### src/rtl/stack_unit.sv
// Hardware stack engine: PUSH/POP/CALL/RET against an external memory bus with wait states.
// Define STACK_UNIT_BOUNDS_EN to enable full/empty fault detection; otherwise SP wraps freely.
module stack_unit #(
    parameter int unsigned DATA_W   = 16,
    parameter int unsigned ADDR_W   = 16,
    parameter int unsigned SP_RESET = 'h07FF,
    parameter int unsigned SP_LIMIT = 'h0700
) (
    input  logic              clk,
    input  logic              reset,
    input  logic              op_valid,
    input  logic [1:0]        op,
    output logic              op_ready,
    input  logic [DATA_W-1:0] push_data,
    input  logic [DATA_W-1:0] pc_in,
    input  logic [DATA_W-1:0] call_target,
    input  logic              sp_load,
    input  logic [ADDR_W-1:0] sp_in,
    output logic [ADDR_W-1:0] address_bus,
    output logic [DATA_W-1:0] data_out,
    input  logic [DATA_W-1:0] data_in,
    output logic              r,
    output logic              w,
    input  logic              bus_ready,
    output logic              done,
    output logic              fault,
    output logic              pc_load,
    output logic [DATA_W-1:0] pop_data,
    output logic [DATA_W-1:0] pc_out,
    output logic [ADDR_W-1:0] sp
);

    typedef enum logic [1:0] {IDLE, ACCESS, RESP} state_t;
    typedef enum logic [1:0] {OP_PUSH = 2'b00, OP_POP = 2'b01, OP_CALL = 2'b10, OP_RET = 2'b11} op_t;

    localparam logic [ADDR_W-1:0] SP_EMPTY = ADDR_W'(SP_RESET);
`ifdef STACK_UNIT_BOUNDS_EN
    localparam logic [ADDR_W-1:0] SP_FULL = ADDR_W'(SP_LIMIT - 1);
`endif

    state_t            state_q, state_d;
    op_t               op_q, op_d;
    op_t               op_in;
    logic [ADDR_W-1:0] sp_q, sp_d;
    logic [DATA_W-1:0] wdata_q, wdata_d;
    logic [DATA_W-1:0] target_q, target_d;
    logic [DATA_W-1:0] pop_data_q, pop_data_d;
    logic [DATA_W-1:0] pc_out_q, pc_out_d;
    logic              resp_fault;
    logic              op_q_writes;
    logic              op_in_writes;

`ifdef STACK_UNIT_BOUNDS_EN
    logic fault_q, fault_d;
    assign resp_fault = fault_q;
`else
    assign resp_fault = 1'b0;
`endif

    assign op_in        = op_t'(op);
    assign op_q_writes  = (op_q == OP_PUSH) || (op_q == OP_CALL);
    assign op_in_writes = (op_in == OP_PUSH) || (op_in == OP_CALL);

    assign op_ready = (state_q == IDLE) && !sp_load;
    assign pop_data = pop_data_q;
    assign pc_out   = pc_out_q;
    assign sp       = sp_q;

    always_comb begin
        state_d     = state_q;
        op_d        = op_q;
        sp_d        = sp_q;
        wdata_d     = wdata_q;
        target_d    = target_q;
        pop_data_d  = pop_data_q;
        pc_out_d    = pc_out_q;
`ifdef STACK_UNIT_BOUNDS_EN
        fault_d     = fault_q;
`endif
        address_bus = '0;
        data_out    = '0;
        r           = 1'b0;
        w           = 1'b0;
        done        = 1'b0;
        fault       = 1'b0;
        pc_load     = 1'b0;

        case (state_q)
            IDLE: begin
                if (sp_load) begin
                    sp_d = sp_in;
                end else if (op_valid) begin
                    op_d     = op_in;
                    wdata_d  = (op_in == OP_PUSH) ? push_data : pc_in;
                    target_d = call_target;
                    state_d  = ACCESS;
`ifdef STACK_UNIT_BOUNDS_EN
                    fault_d = op_in_writes ? (sp_q == SP_FULL) : (sp_q == SP_EMPTY);
                    if (fault_d) state_d = RESP;
`endif
                end
            end
            ACCESS: begin
                // Writes target the free slot at sp; reads fetch the occupied slot above it.
                if (op_q_writes) begin
                    address_bus = sp_q;
                    data_out    = wdata_q;
                    w           = 1'b1;
                end else begin
                    address_bus = sp_q + ADDR_W'(1);
                    r           = 1'b1;
                end
                if (bus_ready) begin
                    state_d = RESP;
                    sp_d    = op_q_writes ? sp_q - ADDR_W'(1) : sp_q + ADDR_W'(1);
                    case (op_q)
                        OP_POP:  pop_data_d = data_in;
                        OP_RET:  pc_out_d   = data_in;
                        OP_CALL: pc_out_d   = target_q;
                        default: ;
                    endcase
                end
            end
            RESP: begin
                done    = 1'b1;
                fault   = resp_fault;
                pc_load = !resp_fault && ((op_q == OP_CALL) || (op_q == OP_RET));
                state_d = IDLE;
            end
            default: state_d = IDLE;
        endcase
    end

    always_ff @(posedge clk or posedge reset) begin
        if (reset) begin
            state_q    <= IDLE;
            op_q       <= OP_PUSH;
            sp_q       <= SP_EMPTY;
            wdata_q    <= '0;
            target_q   <= '0;
            pop_data_q <= '0;
            pc_out_q   <= '0;
`ifdef STACK_UNIT_BOUNDS_EN
            fault_q    <= 1'b0;
`endif
        end else begin
            state_q    <= state_d;
            op_q       <= op_d;
            sp_q       <= sp_d;
            wdata_q    <= wdata_d;
            target_q   <= target_d;
            pop_data_q <= pop_data_d;
            pc_out_q   <= pc_out_d;
`ifdef STACK_UNIT_BOUNDS_EN
            fault_q    <= fault_d;
`endif
        end
    end

endmodule

### config.mk
export PLATFORM = sky130hd
export DESIGN_NAME = stack_unit
export DESIGN_NICKNAME = d
export VERILOG_FILES = /design/src/rtl/stack_unit.sv
export SDC_FILE = /design/constraint.sdc
export NUM_CORES = 1
export LEC_CHECK = 0
export CELL_PAD_IN_SITES_DETAIL_PLACEMENT = 0
export CELL_PAD_IN_SITES_GLOBAL_PLACEMENT = 1
export CORE_MARGIN = 4
export CORE_UTILIZATION = 36
export DETAILED_ROUTE_END_ITERATION = 7
export GPL_ROUTABILITY_DRIVEN = 0
export PLACE_DENSITY_LB_ADDON = 0.1
export REMOVE_ABC_BUFFERS = 1
export SYNTH_ARGS = -nofsm -noshare
export SYNTH_HDL_FRONTEND = slang
export SYNTH_SLANG_ARGS = --single-unit
### constraint.sdc
create_clock -name clk -period 6 [get_ports clk]
set_input_delay 1.5 -clock clk [delete_from_list [all_inputs] [get_ports clk]]
set_output_delay 1.5 -clock clk [all_outputs]
set_load 0.01 [all_outputs]
==> images/metal_stack.png <==
(3 px per um)
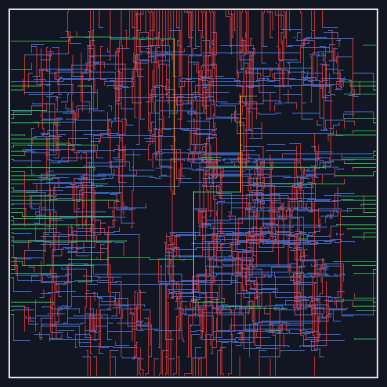
Green marks met3, wire length 1,000 um. Blue marks met1, wire length 5,720 um. Red marks met2, wire length 6,780 um. Orange marks met4, wire length 186 um.

==> images/gate_families.png <==
(3 px per um)
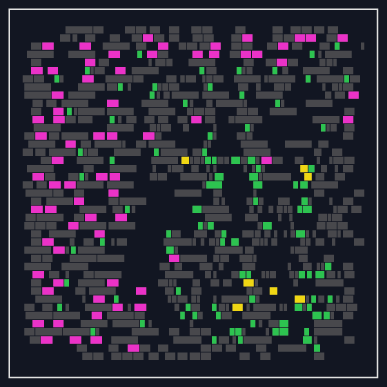
Green marks inverting AOI/OAI gates, cells 91. Yellow marks AND-OR and OR-AND gates, cells 7. Magenta marks multiplexers, cells 68, where widely spread.

==> images/port_nets.png <==
(4 px per um)
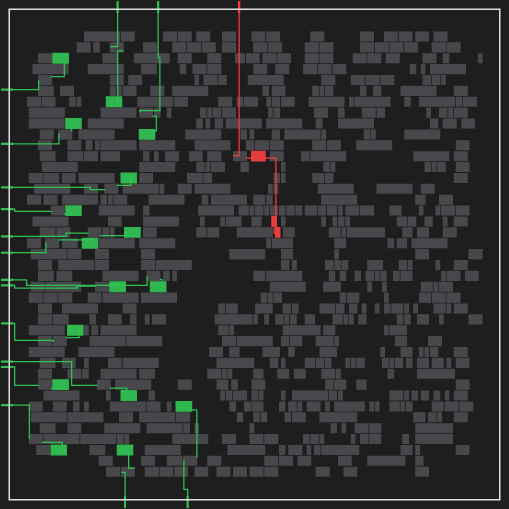
Red marks bus_ready, bits 1, direction input, end cells 3, buffers 1, wire 64.7 um. Green marks call_target, bits 16, direction input, end cells 16, buffers 16, wire 377 um.
tally of buffers added on design ports: 171
io pins: 173

==> flow_summary.yaml <==
# synthesis and place-and-route metrics
placed_design:
  dp_cells: 794
drt:
  wl_met2_um: 6777
  routed.top_layer: "met4"
  drc_errors: 0
  wl_met1_um: 5723
  drtIter0Drc: 177
  vias: 4151
  wl_per_cell_um: 16.90
floorplan:
  die-area_um2: 14940
  die_h_um: 122.2
status:
  status: "finished clean"
clocking:
  cts_resized: 0
  cts-buffers-inserted: 9
global_routing:
  grt_first_pass_wirelength_um: 21990
  antenna_found_initial: 0
  grtUsageMet3_pct: 5.438
  grt_max_degree: 53
  track_usage_pct: 18.84
critical_path:
  crit_slowest_cell: "dfstp_2"
  cp_num_buf_inv: 1
  worstPathArrival_ns: 2.96
  cp_top_family: "simple AND/OR/NAND/NOR gates"
  reg2reg_from: "state_q[1]"
  crit_cells: 6
logic_synthesis:
  ys_sh_adder_pct: 0.5328
  synthFlopType: "dfrtp_1"
  simple_gate_area_share_pct: 17.93
  synth.most_common_cell: "dfrtp_1"
power_and_ir_drop:
  pg_comb_uw: 1030
  internal_power_uw: 1667
  p_switching_uw: 890.0
finish:
  drive_gt1_share_pct: 12.70
  final_util_pct: 52.93
  n_antenna_cell: 0
  layout_top_cell: "clkdlybuf4s50_1"
  nNonClkInverters: 11
worst_hold_path:
  min_path_type: "reg -> reg"
  hold_end: "pc_out[6]"
final_timing:
  final-setup-viol-count: 0
==> images/final_clocks.png <==
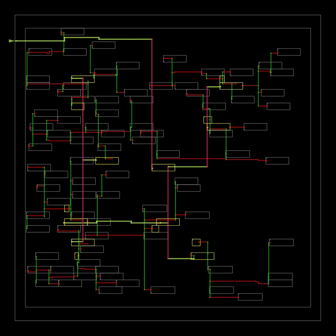
clock buf count: 11
Sink Count: 84
P_clk: 524 uW

==> images/drive_strength.png <==
(3 px per um)
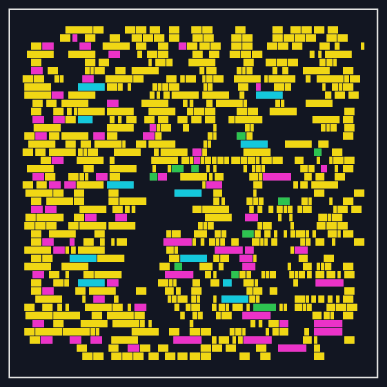
Green marks drive 3 to 4, cells 10, share 1.6%, most used buf_4. Magenta marks drive 2, cells 60, share 9.4%, most used mux2_2. Yellow marks drive 1 or less, cells 557, share 87%, most used clkdlybuf4s50_1. Cyan marks drive 6 and up, cells 11, share 1.7%, most used clkbuf_16.
Layout area overhead: 43.37%
Buffers, non-clock: 175
finished layout cell area: 6734 um^2
final setup margin: 1.538 ns

Power figures rest on the tool's default switching activity, not on a simulated workload.
